<file path="config.mk">
export PLATFORM = sky130hd
export DESIGN_NAME = ssd1306_spi_tx
export DESIGN_NICKNAME = d
export VERILOG_FILES = /design/src/rtl/ssd1306_spi_tx.sv
export SDC_FILE = /design/constraint.sdc
export NUM_CORES = 1
export LEC_CHECK = 0
export CORE_ASPECT_RATIO = 1.4
export CORE_MARGIN = 3
export CORE_UTILIZATION = 55
export CTS_CLUSTER_SIZE = 20
export DETAILED_ROUTE_END_ITERATION = 7
export GPL_ROUTABILITY_DRIVEN = 0
export GPL_TIMING_DRIVEN = 1
export PLACE_DENSITY_LB_ADDON = 0.25
export SETUP_SLACK_MARGIN = 0.3
export SYNTH_ARGS = -nofsm -noshare
export SYNTH_HDL_FRONTEND = slang
export SYNTH_SLANG_ARGS = --single-unit
</file>
<file path="constraint.sdc">
create_clock -name i_Clk -period 4.4 [get_ports i_Clk]
set_input_delay 0.44 -clock i_Clk [delete_from_list [all_inputs] [get_ports i_Clk]]
set_output_delay 0.44 -clock i_Clk [all_outputs]
set_load 0.03 [all_outputs]
</file>
<file path="src/rtl/ssd1306_spi_tx.sv">
// rtl/ssd1306_spi_tx.sv - SPI byte serializer and panel-reset sequencer for the SSD1306 OLED
// Optional macro SSD1306_SPI_TX_FIFO_EN adds a FIFO_DEPTH-entry {DC, byte} queue ahead of the shifter.
module ssd1306_spi_tx #(
   parameter int CLKS_PER_HALF_BIT = 2,
   parameter int RES_LOW_CLKS      = 16,
   parameter int RES_WAIT_CLKS     = 16,
   parameter int CS_IDLE_CLKS      = 4,
   parameter int FIFO_DEPTH        = 4
) (
   input  logic       i_Clk,
   input  logic       i_Reset,
   input  logic [7:0] i_TX_Byte,
   input  logic       i_TX_DC,
   input  logic       i_TX_DV,
   output logic       o_TX_Ready,
   output logic       o_D0,
   output logic       o_D1,
   output logic       o_DC,
   output logic       o_CS,
   output logic       o_RES,
   output logic       o_Busy,
   output logic       o_Init_Done
);
   localparam int RES_MAX = (RES_LOW_CLKS > RES_WAIT_CLKS) ? RES_LOW_CLKS : RES_WAIT_CLKS;
   localparam int HW      = $clog2(CLKS_PER_HALF_BIT + 1);
   localparam int RW      = $clog2(RES_MAX + 1);
   localparam int GW      = $clog2(CS_IDLE_CLKS + 1);

   if (CLKS_PER_HALF_BIT < 1 || CS_IDLE_CLKS < 1 || FIFO_DEPTH < 1) begin : g_bad_params
      $error("ssd1306_spi_tx: CLKS_PER_HALF_BIT, CS_IDLE_CLKS and FIFO_DEPTH must be at least 1");
   end

   typedef enum logic [2:0] {S_RES_LOW, S_RES_WAIT, S_IDLE, S_SHIFT, S_GAP} state_t;

   state_t          state, state_next;
   logic [RW-1:0]   res_cnt;
   logic [GW-1:0]   gap_cnt;
   logic [HW-1:0]   half_cnt;
   logic [2:0]      bit_cnt;
   logic            sclk;
   logic [7:0]      shreg;
   logic            dc_reg;
   logic            half_done, gap_done;
   logic            ready, start, start_dc, busy;
   logic [7:0]      start_byte;

   assign half_done = (half_cnt == HW'(CLKS_PER_HALF_BIT - 1));
   assign gap_done  = (gap_cnt == GW'(CS_IDLE_CLKS - 1));

`ifdef SSD1306_SPI_TX_FIFO_EN
   localparam int PW = (FIFO_DEPTH > 1) ? $clog2(FIFO_DEPTH) : 1;
   localparam int CW = $clog2(FIFO_DEPTH + 1);

   logic [8:0]    fifo_mem [FIFO_DEPTH];
   logic [PW-1:0] rd_ptr, wr_ptr;
   logic [CW-1:0] fifo_count;
   logic          push;

   assign push = i_TX_DV && ready;

   always_ff @(posedge i_Clk) begin
      if (push) fifo_mem[wr_ptr] <= {i_TX_DC, i_TX_Byte};
   end

   always_ff @(posedge i_Clk) begin
      if (i_Reset) begin
         rd_ptr     <= '0;
         wr_ptr     <= '0;
         fifo_count <= '0;
      end else begin
         if (push) wr_ptr <= (wr_ptr == PW'(FIFO_DEPTH - 1)) ? '0 : wr_ptr + PW'(1);
         if (start) rd_ptr <= (rd_ptr == PW'(FIFO_DEPTH - 1)) ? '0 : rd_ptr + PW'(1);
         fifo_count <= fifo_count + CW'(push) - CW'(start);
      end
   end
`endif

   always_comb begin
      state_next = state;
      start_byte = i_TX_Byte;
      start_dc   = i_TX_DC;
`ifdef SSD1306_SPI_TX_FIFO_EN
      // Queued bytes only leave at the end of a gap so every byte keeps the full CS hold window.
      ready = (state != S_RES_LOW) && (state != S_RES_WAIT) && (fifo_count != CW'(FIFO_DEPTH));
      start = (fifo_count != '0) && ((state == S_IDLE) || (state == S_GAP && gap_done));
      {start_dc, start_byte} = fifo_mem[rd_ptr];
      busy  = (state != S_IDLE) || (fifo_count != '0);
`else
      ready = (state == S_IDLE) || (state == S_GAP);
      start = i_TX_DV && ready;
      busy  = (state != S_IDLE);
`endif
      case (state)
         S_RES_LOW:  if (res_cnt == RW'(RES_LOW_CLKS - 1)) state_next = S_RES_WAIT;
         S_RES_WAIT: if (res_cnt == RW'(RES_WAIT_CLKS - 1)) state_next = S_IDLE;
         S_IDLE:     if (start) state_next = S_SHIFT;
         S_SHIFT:    if (half_done && sclk && bit_cnt == 3'd7) state_next = S_GAP;
         S_GAP: begin
            if (start) state_next = S_SHIFT;
            else if (gap_done) state_next = S_IDLE;
         end
         default:    state_next = S_RES_LOW;
      endcase

      o_TX_Ready  = ready;
      o_Busy      = busy;
      o_D0        = sclk;
      o_D1        = shreg[7];
      o_DC        = dc_reg;
      o_CS        = !((state == S_SHIFT) || (state == S_GAP));
      o_RES       = (state != S_RES_LOW);
      o_Init_Done = (state != S_RES_LOW) && (state != S_RES_WAIT);
   end

   always_ff @(posedge i_Clk) begin
      if (i_Reset) begin
         state    <= S_RES_LOW;
         res_cnt  <= '0;
         gap_cnt  <= '0;
         half_cnt <= '0;
         bit_cnt  <= '0;
         sclk     <= 1'b0;
         shreg    <= '0;
         dc_reg   <= 1'b0;
      end else begin
         state <= state_next;
         if (state_next != state) res_cnt <= '0;
         else if (state == S_RES_LOW || state == S_RES_WAIT) res_cnt <= res_cnt + RW'(1);
         if (state == S_GAP && state_next == S_GAP) gap_cnt <= gap_cnt + GW'(1);
         else gap_cnt <= '0;
         if (start) begin
            shreg    <= start_byte;
            dc_reg   <= start_dc;
            half_cnt <= '0;
            bit_cnt  <= '0;
            sclk     <= 1'b0;
         end else if (state == S_SHIFT) begin
            if (half_done) begin
               half_cnt <= '0;
               sclk     <= ~sclk;
               // Advance MOSI only as a high half ends; the last bit stays on D1 afterwards.
               if (sclk) begin
                  bit_cnt <= bit_cnt + 3'd1;
                  if (bit_cnt != 3'd7) shreg <= {shreg[6:0], 1'b0};
               end
            end else begin
               half_cnt <= half_cnt + HW'(1);
            end
         end
      end
   end
endmodule

</file>
Floorplan with the power grid:
The bar under the picture is 10 um long. Pins as bars on the die edge.
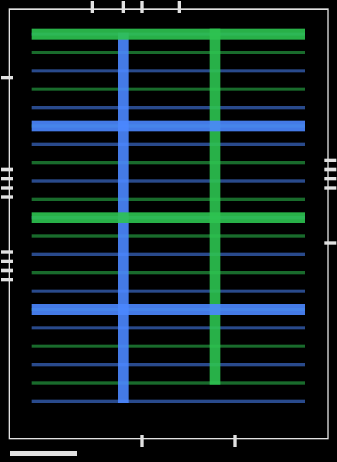
| color | net |
|---|---|
| green | VDD |
| blue | VSS |
met1 rails: 21
rows: 20
signal pins: 20
met5 straps: 4
Die Height: 63.4 um
VDD IR max: 0.000196 V
core box area: 2200 sq um
die width: 47.0 um

Cells colored by class:
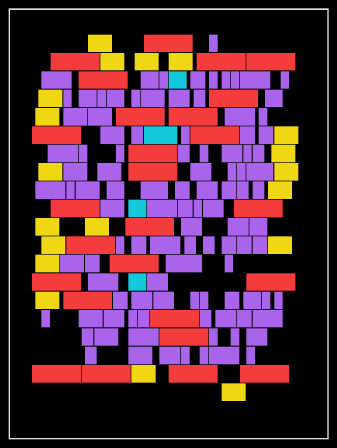
| color | class | cells |
|---|---|---|
| purple | remaining logic cells | 105 |
| yellow | remaining buffers and delay cells | 19 |
| red | sequential cells | 26 |
| cyan | clock drivers and dummy loads | 4 |

==> changes_impl.md <==
### Physical design

* Outcome: finished, final reports clean
* Largest registers: shreg x8, res_cnt x5
* Met2 WL post-DR at about 1.2 mm
* Slew @ Worst Pin at about 0.76 ns
* WP buf/inv at 1
* Unrepaired setup endpoints after global routing: false
* Reg area at roughly 520 sq um
* Routed WL at 2.31 mm
* Area taken by multi-input logic gates at ~720 sq um
* Area Overhead vs Synth at 16.8%
* Fraction of the yosys area taken by sequential cells at roughly 40%
* CP max FO at 12
* Top reg by flops: shreg
* Synth top cells by count: dfxtp_1 (26), nor2_1 (21), mux2i_1 (10)
* Setup WS post-layout at 1.95 ns
* # rows at 20
* Worst R2R Start: bit_cnt[0]$_SDFFE_PP0P_
* Seq pwr at 240 uW
* Syn nets at roughly 160
* Dpl cell area at 1480 sq um
* Setup Skew at between 0.006 and 0.007 ns
* NonClk Buf Share at 12.6%
* Met3 Routed Length at around 93 um
* Net Sw Frac at 21.0%
* Achievable clock frequency at a little over 0.4 GHz
* Post-synthesis cell type count at 39
* Syn Area/Cell at roughly 9.4 sq um
* Crit path capture: o_CS
* Yosys aoi share at roughly an eighth
Placement density heat map:
The bar under the picture is 10 um long. 5 x 6 tiles, from black (low) to pale yellow (high), 0 to 100% covered.
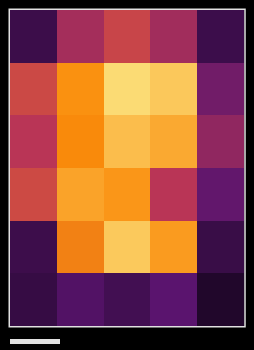
fullest tile: 92%
tiles over 75% full: 30%
mean over tiles: 50%
densest ninth of the die: center
fin util: 68.7%
FP Util: 58.8%

No activity file was given, so power comes from the tool's default toggle rates.
